**config.mk**
```make
export PLATFORM = sky130hd
export DESIGN_NAME = factorial_ctrl
export DESIGN_NICKNAME = d
export VERILOG_FILES = /design/src/rtl/fact_pkg.sv /design/src/rtl/fact_ctrl_decode.sv /design/src/rtl/factorial_ctrl.sv
export SDC_FILE = /design/constraint.sdc
export NUM_CORES = 1
export LEC_CHECK = 0
export CORE_MARGIN = 2
export CORE_UTILIZATION = 36
export CTS_BUF_LIST = sky130_fd_sc_hd__clkbuf_8
export CTS_CLUSTER_SIZE = 12
export DETAILED_ROUTE_END_ITERATION = 8
export PLACE_DENSITY = 0.81
export SLEW_MARGIN = 20
export SYNTH_ARGS = -nofsm -noshare
export SYNTH_HDL_FRONTEND = slang
export SYNTH_SLANG_ARGS = --single-unit
```
**constraint.sdc**
```tcl
create_clock -name clk -period 1.3 [get_ports clk]
set_input_delay 0.26 -clock clk [delete_from_list [all_inputs] [get_ports clk]]
set_output_delay 0.26 -clock clk [all_outputs]
set_load 0.03 [all_outputs]
```
**src/rtl/fact_pkg.sv**
```systemverilog
// Shared types and constants for the factorial controller slice.
// Holds the FSM state enum, ALU opcodes and register-file allocation.
package fact_pkg;

    localparam int FACT_W     = 32;
    localparam int FACT_MAX_N = 12;

    typedef enum logic [2:0] {
        IDLE     = 3'd0,
        LOAD_N   = 3'd1,
        LOAD_ACC = 3'd2,
        TEST     = 3'd3,
        MUL      = 3'd4,
        DEC      = 3'd5,
        CAPTURE  = 3'd6
    } state_t;

    localparam logic [2:0] OP_ADD = 3'd0;
    localparam logic [2:0] OP_SUB = 3'd1;
    localparam logic [2:0] OP_MUL = 3'd2;

    // R0 holds the down-counter k, R1 the running product.
    localparam logic [1:0] REG_K   = 2'd0;
    localparam logic [1:0] REG_ACC = 2'd1;

endpackage

```
**src/rtl/fact_ctrl_decode.sv**
```systemverilog
// Combinational state -> datapath control table for factorial_ctrl.
// Ports: rst, state, n_q (captured operand) in; all dp_* controls out.
module fact_ctrl_decode
    import fact_pkg::*;
#(
    parameter int W = 32
) (
    input  logic         rst,
    input  logic [2:0]   state,
    input  logic [W-1:0] n_q,
    output logic         dp_wd_sele,
    output logic         dp_write_en,
    output logic         dp_read_imm,
    output logic [1:0]   dp_read_add1,
    output logic [1:0]   dp_read_add2,
    output logic [1:0]   dp_write_add,
    output logic [2:0]   dp_operation,
    output logic [W-1:0] dp_imm
);

    state_t st;
    assign st = state_t'(state);

    always_comb begin
        dp_wd_sele   = 1'b0;
        dp_write_en  = 1'b0;
        dp_read_imm  = 1'b0;
        dp_read_add1 = 2'd0;
        dp_read_add2 = 2'd0;
        dp_write_add = 2'd0;
        dp_operation = OP_ADD;
        dp_imm       = '0;
        // Reset forces every control low even before the state
        // register has been cleared, so no write slips through.
        if (!rst) begin
            unique case (st)
                LOAD_N: begin
                    dp_wd_sele   = 1'b1;
                    dp_imm       = n_q;
                    dp_write_add = REG_K;
                    dp_write_en  = 1'b1;
                end
                LOAD_ACC: begin
                    dp_wd_sele   = 1'b1;
                    dp_imm       = W'(1);
                    dp_write_add = REG_ACC;
                    dp_write_en  = 1'b1;
                end
                TEST: begin
                    dp_read_add1 = REG_K;
                    dp_read_imm  = 1'b1;
                    dp_operation = OP_SUB;
                end
                MUL: begin
                    dp_read_add1 = REG_ACC;
                    dp_read_add2 = REG_K;
                    dp_operation = OP_MUL;
                    dp_write_add = REG_ACC;
                    dp_write_en  = 1'b1;
                end
                DEC: begin
                    dp_read_add1 = REG_K;
                    dp_read_imm  = 1'b1;
                    dp_imm       = W'(1);
                    dp_operation = OP_SUB;
                    dp_write_add = REG_K;
                    dp_write_en  = 1'b1;
                end
                CAPTURE: begin
                    dp_read_add1 = REG_ACC;
                end
                default: begin
                end
            endcase
        end
    end

endmodule

```
**src/rtl/factorial_ctrl.sv**
```systemverilog
// Moore FSM sequencing a register-file + ALU datapath to compute n!.
// Host side: clk, rst, start, n_in in; busy, done, fact_out out.
// Datapath side: dp_* controls out; dp_is_zero, dp_result in.
// Optional macro FACT_OVF_EN adds the ovf port and the n > MAX_N
// early-out (done one clock later, fact_out all ones, ovf set).
module factorial_ctrl
    import fact_pkg::*;
#(
    parameter int W     = 32,
    parameter int MAX_N = 12
) (
    input  logic         clk,
    input  logic         rst,
    input  logic         start,
    input  logic [W-1:0] n_in,
    output logic         busy,
    output logic         done,
    output logic [W-1:0] fact_out,
`ifdef FACT_OVF_EN
    output logic         ovf,
`endif
    output logic         dp_wd_sele,
    output logic         dp_write_en,
    output logic         dp_read_imm,
    output logic [1:0]   dp_read_add1,
    output logic [1:0]   dp_read_add2,
    output logic [1:0]   dp_write_add,
    output logic [2:0]   dp_operation,
    output logic [W-1:0] dp_imm,
    input  logic         dp_is_zero,
    input  logic [W-1:0] dp_result
);

    state_t       state;
    state_t       state_d;
    logic [W-1:0] n_q;
    logic         accept;
    logic         ovf_req;

    assign accept = (state == IDLE) && start;

`ifdef FACT_OVF_EN
    assign ovf_req = accept && (n_in > W'(MAX_N));
`else
    assign ovf_req = 1'b0;
`endif

    always_comb begin
        state_d = state;
        unique case (state)
            IDLE:     if (accept && !ovf_req) state_d = LOAD_N;
            LOAD_N:   state_d = LOAD_ACC;
            LOAD_ACC: state_d = TEST;
            TEST:     state_d = dp_is_zero ? CAPTURE : MUL;
            MUL:      state_d = DEC;
            DEC:      state_d = TEST;
            CAPTURE:  state_d = IDLE;
            default:  state_d = IDLE;
        endcase
    end

    always_ff @(posedge clk) begin
        if (rst) state <= IDLE;
        else     state <= state_d;
    end

    always_ff @(posedge clk) begin
        if (rst) begin
            n_q      <= '0;
            busy     <= 1'b0;
            done     <= 1'b0;
            fact_out <= '0;
`ifdef FACT_OVF_EN
            ovf      <= 1'b0;
`endif
        end else begin
            done <= 1'b0;
            if (accept && !ovf_req) begin
                n_q  <= n_in;
                busy <= 1'b1;
            end
            if (state == CAPTURE) begin
                fact_out <= dp_result;
                done     <= 1'b1;
                busy     <= 1'b0;
`ifdef FACT_OVF_EN
                ovf      <= 1'b0;
`endif
            end
`ifdef FACT_OVF_EN
            // Out-of-range n never touches the datapath.
            if (ovf_req) begin
                fact_out <= '1;
                done     <= 1'b1;
                ovf      <= 1'b1;
            end
`endif
        end
    end

    fact_ctrl_decode #(.W(W)) u_decode (
        .rst          (rst),
        .state        (state),
        .n_q          (n_q),
        .dp_wd_sele   (dp_wd_sele),
        .dp_write_en  (dp_write_en),
        .dp_read_imm  (dp_read_imm),
        .dp_read_add1 (dp_read_add1),
        .dp_read_add2 (dp_read_add2),
        .dp_write_add (dp_write_add),
        .dp_operation (dp_operation),
        .dp_imm       (dp_imm)
    );

endmodule
```
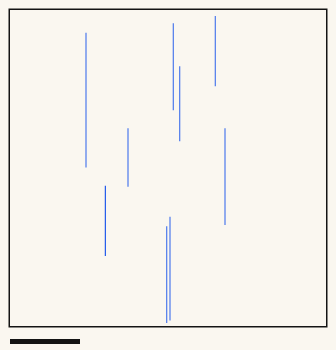
Fig. 1. Metal 4.
Scale bar: 20 µm.
7 nets have wire on it. The layer carries 223 µm of wire. The layer holds 2.5% of the routed length. The longest straight run is 38.1 µm.
overall routed net length: 9120 µm
DR vias: 2694

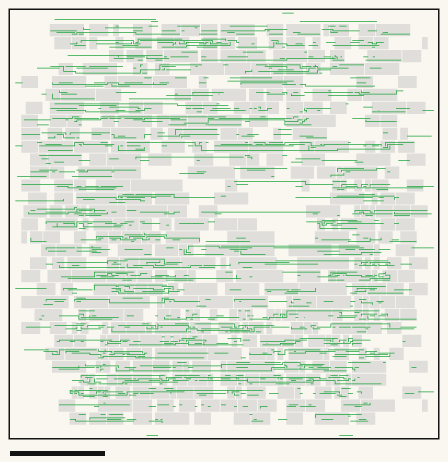
Fig. 2. The metal 1 layer.
Scale bar: 20 µm. Cells faint in the background.
The wires run mostly horizontal. The layer holds 41% of the routed length. The layer carries 3700 µm of wire. The longest straight run is 36.3 µm. 463 nets have wire on it.
GRT met1 Usage: 0.262

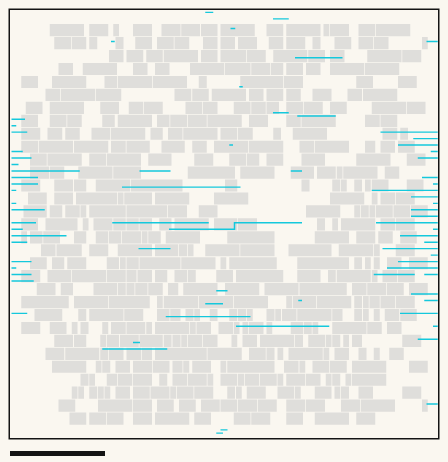
Fig. 3. M3 wires.
Scale bar: 20 µm. Cells faint in the background.
The longest straight run is 24.6 µm. 62 nets have wire on it. The layer carries 410 µm of wire. The layer holds 4.5% of the routed length. The wires run mostly horizontal.
routing usage on met3: 0.0386

==> job_summary.md <==
## Implementation flow summary

| Metric | Value |
|---|---|
| Sw frac | 0.253 |
| AO/OA Area Share | 0.184 |
| Status | complete, but fails checks |
| Post-synth seq share | 0.520 |
| Cts bufs inserted | 9 |
| Initial antenna violation count | 0 |
| Data buffer area share | 0.407 |
| Psw | 1.42 mW |
| Slack of the critical path | -456 ps |
| ANT cells | 0 |
| DR WL met2 | 4790 µm |
| Drt via density | 4.74 |
| Top power group | sequential cells |
| Gr busiest metal | met2 |
| Ys Warns | 0 |
| XOR/XNOR Area Share | 0.00989 |
| CP startpoint kind | flop |
| Cts repair resizes | roughly 140 |
| Final setup fails | 105 |
| Flop area | 0.00139 mm² |
| Hold endpoint | state[0]$_SDFFE_PP0P_ |
| Max Buffers Root-to-Sink | 2 |
| DR DRC count | 0 |
| Failing checks | negative setup slack |
| First-pass GRT wire length | 14100 µm |
Power figures rest on the tool's default switching activity, not on a simulated workload.
